--- config.mk ---
export PLATFORM = sky130hd
export DESIGN_NAME = run_sequencer_flat
export DESIGN_NICKNAME = d
export VERILOG_FILES = /design/src/rtl/run_sequencer_if.sv /design/src/rtl/run_sequencer.sv /design/src/flat_wrapper.sv
export SDC_FILE = /design/constraint.sdc
export NUM_CORES = 1
export LEC_CHECK = 0
export ABC_AREA = 0
export CAP_MARGIN = 30
export CORE_AREA = 5 5 57 84
export CTS_CLUSTER_DIAMETER = 150
export DETAILED_ROUTE_END_ITERATION = 8
export DIE_AREA = 0 0 62 89
export PLACE_DENSITY = 0.66
export SLEW_MARGIN = 10
export SYNTH_ARGS = -nofsm -noshare
export SYNTH_HDL_FRONTEND = slang
export SYNTH_SLANG_ARGS = --single-unit
--- constraint.sdc ---
create_clock -name clk -period 1.6 [get_ports clk]
set_input_delay 0.48 -clock clk [delete_from_list [all_inputs] [get_ports clk]]
set_output_delay 0.48 -clock clk [all_outputs]
set_load 0.01 [all_outputs]
--- src/rtl/run_sequencer_if.sv ---
// Host/core handshake bundle for run_sequencer.
//   req        : level start request (host -> sequencer)
//   prog_ctr   : current core program counter (core -> sequencer)
//   core_reset : reset to the core datapath
//   core_run   : enable for core PC and register writes
//   busy       : run in progress
//   done       : run finished by halt or by fault
//   timeout    : run ended by cycle-budget exhaustion
//   cycle_cnt  : RUN cycles consumed by the current or most recent run
interface run_sequencer_if #(
   parameter int unsigned PW = 9
);
   logic          req;
   logic [PW-1:0] prog_ctr;
   logic          core_reset;
   logic          core_run;
   logic          busy;
   logic          done;
   logic          timeout;
   logic [15:0]   cycle_cnt;

   // Host / testbench side
   modport master (
      output req, prog_ctr,
      input  core_reset, core_run, busy, done, timeout, cycle_cnt
   );

   // Sequencer side
   modport slave (
      input  req, prog_ctr,
      output core_reset, core_run, busy, done, timeout, cycle_cnt
   );
endinterface

--- src/rtl/run_sequencer.sv ---
// Run sequencer: resets a core for RST_CYC cycles on a start request, lets it
// run until its PC reaches HALT_ADDR or a cycle budget of MAX_CYC expires,
// then holds done (and timeout on a fault) until the request is withdrawn.
// Ports:
//   clk   : clock, rising edge
//   reset : synchronous active-high block reset
//   bus   : run_sequencer_if slave modport (req/prog_ctr in, status out)
// All outputs are flops loaded from the next-state decode.
module run_sequencer #(
   parameter int unsigned PW        = 9,
   parameter int unsigned HALT_ADDR = 285,
   parameter int unsigned RST_CYC   = 2,
   parameter logic [15:0] MAX_CYC   = 16'd50000
) (
   input logic            clk,
   input logic            reset,
   run_sequencer_if.slave bus
);

   localparam int unsigned HOLD_W = 4;
   localparam int unsigned CNT_W  = 16;

   typedef enum logic [2:0] {
      S_IDLE  = 3'd0,
      S_RST   = 3'd1,
      S_RUN   = 3'd2,
      S_HALT  = 3'd3,
      S_FAULT = 3'd4
   } state_t;

   state_t             state_q, state_d;
   logic [HOLD_W-1:0]  hold_q, hold_d;
   logic [CNT_W-1:0]   cnt_q, cnt_d;
   logic               core_reset_q, core_reset_d;
   logic               core_run_q, core_run_d;
   logic               busy_q, busy_d;
   logic               done_q, done_d;
   logic               timeout_q, timeout_d;

   // Next-state, counters and registered-output decode
   always_comb begin
      state_d = state_q;
      hold_d  = hold_q;
      cnt_d   = cnt_q;

      unique case (state_q)
         S_IDLE: begin
            if (bus.req) begin
               state_d = S_RST;
               hold_d  = '0;
               cnt_d   = '0;
            end
         end
         S_RST: begin
            hold_d = hold_q + HOLD_W'(1);
            if (hold_q == HOLD_W'(RST_CYC - 1)) begin
               state_d = S_RUN;
            end
         end
         S_RUN: begin
            // Halt wins over a coincident budget expiry; no count on the halt edge.
            if (bus.prog_ctr == PW'(HALT_ADDR)) begin
               state_d = S_HALT;
            end else begin
               if (cnt_q != {CNT_W{1'b1}}) begin
                  cnt_d = cnt_q + CNT_W'(1);
               end
               if (cnt_q == MAX_CYC - 16'd1) begin
                  state_d = S_FAULT;
               end
            end
         end
         S_HALT, S_FAULT: begin
            if (!bus.req) begin
               state_d = S_IDLE;
            end
         end
         default: state_d = S_IDLE;
      endcase

      core_reset_d = (state_d == S_IDLE) || (state_d == S_RST);
      core_run_d   = (state_d == S_RUN);
      busy_d       = (state_d == S_RST) || (state_d == S_RUN);
      done_d       = (state_d == S_HALT) || (state_d == S_FAULT);
      timeout_d    = (state_d == S_FAULT);
   end

   // State, counter and output registers
   always_ff @(posedge clk) begin
      if (reset) begin
         state_q      <= S_IDLE;
         hold_q       <= '0;
         cnt_q        <= '0;
         core_reset_q <= 1'b1;
         core_run_q   <= 1'b0;
         busy_q       <= 1'b0;
         done_q       <= 1'b0;
         timeout_q    <= 1'b0;
      end else begin
         state_q      <= state_d;
         hold_q       <= hold_d;
         cnt_q        <= cnt_d;
         core_reset_q <= core_reset_d;
         core_run_q   <= core_run_d;
         busy_q       <= busy_d;
         done_q       <= done_d;
         timeout_q    <= timeout_d;
      end
   end

   assign bus.core_reset = core_reset_q;
   assign bus.core_run   = core_run_q;
   assign bus.busy       = busy_q;
   assign bus.done       = done_q;
   assign bus.timeout    = timeout_q;
   assign bus.cycle_cnt  = cnt_q;

endmodule

--- src/flat_wrapper.sv ---
// flat-port wrapper written by rule: the top's interface ports become plain ports
module run_sequencer_flat 
#(
   parameter int unsigned PW        = 9,
   parameter int unsigned HALT_ADDR = 285,
   parameter int unsigned RST_CYC   = 2,
   parameter logic [15:0] MAX_CYC   = 16'd50000
)
  (clk, reset, bus_req, bus_prog_ctr, bus_core_reset, bus_core_run, bus_busy, bus_done, bus_timeout, bus_cycle_cnt);
  run_sequencer_if #(.PW(PW)) bus_i ();
  input logic clk;
  input logic reset;
  input wire logic [$bits(bus_i.req)-1:0] bus_req;
  input wire logic [$bits(bus_i.prog_ctr)-1:0] bus_prog_ctr;
  output wire logic [$bits(bus_i.core_reset)-1:0] bus_core_reset;
  output wire logic [$bits(bus_i.core_run)-1:0] bus_core_run;
  output wire logic [$bits(bus_i.busy)-1:0] bus_busy;
  output wire logic [$bits(bus_i.done)-1:0] bus_done;
  output wire logic [$bits(bus_i.timeout)-1:0] bus_timeout;
  output wire logic [$bits(bus_i.cycle_cnt)-1:0] bus_cycle_cnt;
  assign bus_i.req = bus_req;
  assign bus_i.prog_ctr = bus_prog_ctr;
  assign bus_core_reset = bus_i.core_reset;
  assign bus_core_run = bus_i.core_run;
  assign bus_busy = bus_i.busy;
  assign bus_done = bus_i.done;
  assign bus_timeout = bus_i.timeout;
  assign bus_cycle_cnt = bus_i.cycle_cnt;
  run_sequencer #(.PW(PW), .HALT_ADDR(HALT_ADDR), .RST_CYC(RST_CYC), .MAX_CYC(MAX_CYC)) u_core (.clk(clk), .reset(reset), .bus(bus_i));
endmodule
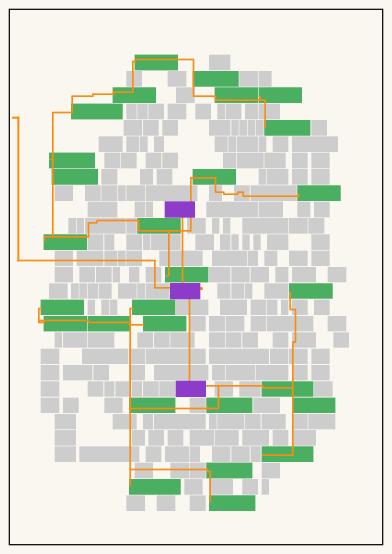
**Above:** clock wires, drivers and flops.
(6 px per um)
legend:
  flip-flops:
    colour: green
    count: 28
  clock wires:
    colour: orange
    length: 378 um
  cells driving clock nets:
    colour: purple
    count: 3
flops lie: all over the die
final clock skew: 4.16 ps
clock network fraction of total power: 28.7%
power of the clock network: 387 uW
Skew-Pair Late Insertion Delay: 270 ps

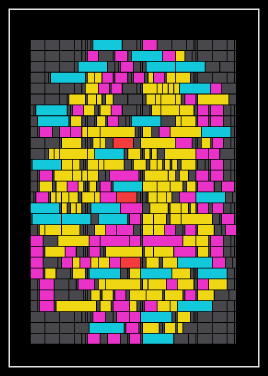
**Above:** placed cells, one colour a class.
(4 px per um) Fill, decap, tap and diode cells in grey.
legend:
  cells driving clock nets:
    colour: red
    cells: 3
  other buffers and delay cells:
    colour: magenta
    cells: 84
  flip-flops:
    colour: cyan
    cells: 28
  all other logic:
    colour: yellow
    cells: 139
core area: 0.00392 mm2
Seq area share: 22.4%

==> impl_metrics.xml <==
<?xml version="1.0" encoding="UTF-8"?>
<metrics>
  <group name="clocking">
    <metric name="clkTransAtPathRegs" unit="ps">90</metric>
    <metric name="cts_max_path_buffers" unit="">2</metric>
    <metric name="root_buffer" unit="">clkbuf_8</metric>
    <metric name="tritoncts" unit="">done</metric>
    <metric name="post_cts_buffers" unit="">12</metric>
  </group>
  <group name="layout">
    <metric name="nNonClkBuffers" unit="">84</metric>
    <metric name="layout.area.comb" unit="mm2">0.00115</metric>
    <metric name="largest_register_ff_count" unit="">16</metric>
    <metric name="syn2layout_area_growth" unit="%">71.2</metric>
    <metric name="layout_top_cell" unit="">buf_4</metric>
    <metric name="area.sequential" unit="um2">586</metric>
    <metric name="drive_above_1_share" unit="%">42.5</metric>
    <metric name="number_of_clock_tree_buffers_in_the_layout" unit="">3</metric>
    <metric name="comb_area_share" unit="%">44.1</metric>
    <metric name="final-clk-cell-share" unit="%">1.58</metric>
    <metric name="inv_count" unit="">5</metric>
  </group>
  <group name="pwr">
    <metric name="relative_contribution_of_sequential_cells_to_total_power" unit="%">52.8</metric>
    <metric name="ir_worst_vdd" unit="V">0.000442</metric>
    <metric name="power-per-cell-area" unit="mW/mm2">517</metric>
    <metric name="pwr_top" unit="">sequential cells</metric>
    <metric name="comb_power_share" unit="%">18.5</metric>
    <metric name="internal_power" unit="mW">1.01</metric>
    <metric name="net_switching_power_figure" unit="uW">343</metric>
  </group>
  <group name="placement">
    <metric name="port-buffer-count" unit="">32</metric>
    <metric name="placement.cell_area" unit="mm2">0.00221</metric>
    <metric name="post-place-cells" unit="">281</metric>
  </group>
  <group name="worst_setup_path">
    <metric name="r2r.worst_path.cells" unit="">7</metric>
    <metric name="critical_path.top_delay_family" unit="">simple AND/OR/NAND/NOR gates</metric>
    <metric name="crit_path_launch_type" unit="">flop</metric>
    <metric name="worstSetupEndpointType" unit="">flop</metric>
    <metric name="largest_driver_fanout_on_the_critical_path" unit="">6</metric>
    <metric name="timing.critical_path.slowest_cell_delay" unit="ps">370</metric>
    <metric name="worstPathCellList" unit="">nor3b_4 -&gt; o31ai_4 -&gt; buf_12 -&gt; buf_8 -&gt; buf_6 -&gt; or3_4 -&gt; a21oi_2</metric>
    <metric name="regToRegStartpoint" unit="">u_core.state_q[0]</metric>
    <metric name="worstPathArrival" unit="ps">1910</metric>
  </group>
  <group name="yosys">
    <metric name="mux_share" unit="%">4.01</metric>
    <metric name="yosys.stat.chipArea" unit="mm2">0.00153</metric>
    <metric name="synth_compound_gate_area_share" unit="%">16.8</metric>
    <metric name="synth.top_cells.by_area" unit="">dfxtp_1 (37%), a21oi_1 (4.9%), nand2_1 (3.9%)</metric>
    <metric name="edf_count" unit="">0</metric>
    <metric name="post_synth_inst_count" unit="">174</metric>
    <metric name="synthDominantCellAreaShare" unit="%">36.7</metric>
    <metric name="postSynthSeqShare" unit="%">36.7</metric>
    <metric name="post-synth-top-count-cell" unit="">dfxtp_1</metric>
  </group>
  <group name="detailed_routing">
    <metric name="postRouteWirelength" unit="um">5140</metric>
    <metric name="route.detailed.vias_per_inst" unit="">5.85</metric>
    <metric name="top_layer" unit="">met4</metric>
    <metric name="met1_wl" unit="um">1980</metric>
    <metric name="routed-wl-met2" unit="um">2820</metric>
    <metric name="via_count" unit="">1750</metric>
    <metric name="drtIter0Drc" unit="">79</metric>
    <metric name="firstDrtPassIters" unit="">5</metric>
  </group>
  <group name="final_timing">
    <metric name="finalHoldViolations" unit="">0</metric>
    <metric name="setup_viol_count_final" unit="">7</metric>
    <metric name="fmaxAchievable" unit="GHz">0.592</metric>
    <metric name="timing.slew.headroom" unit="%">79.1</metric>
    <metric name="layout_min_cycle_time" unit="ps">1690</metric>
    <metric name="drv_slew" unit="">0</metric>
    <metric name="hold-worst-slack" unit="ps">508</metric>
    <metric name="fin_ws" unit="ps">-90.0</metric>
  </group>
  <group name="global_route">
    <metric name="fraction_of_met2_tracks_used_by_global_routing" unit="%">34.9</metric>
    <metric name="grt.met1_usage" unit="%">20.8</metric>
    <metric name="antenna_found_initial" unit="">0</metric>
    <metric name="grt_pass1_vias" unit="">1717</metric>
  </group>
  <group name="status">
    <metric name="violations_in_the_final_reports" unit="">setup timing</metric>
    <metric name="status" unit="">complete, but fails checks</metric>
  </group>
  <group name="die">
    <metric name="io_pins" unit="">33</metric>
  </group>
  <group name="min_path">
    <metric name="timing.hold.worst_path_depth" unit="">1</metric>
    <metric name="hold_class" unit="">reg -&gt; reg</metric>
    <metric name="min-delay-start" unit="">u_core.hold_q[3]</metric>
  </group>
  <group name="run">
    <metric name="warning_count" unit="">30</metric>
  </group>
</metrics>
Power figures rest on the tool's default switching activity, not on a simulated workload.
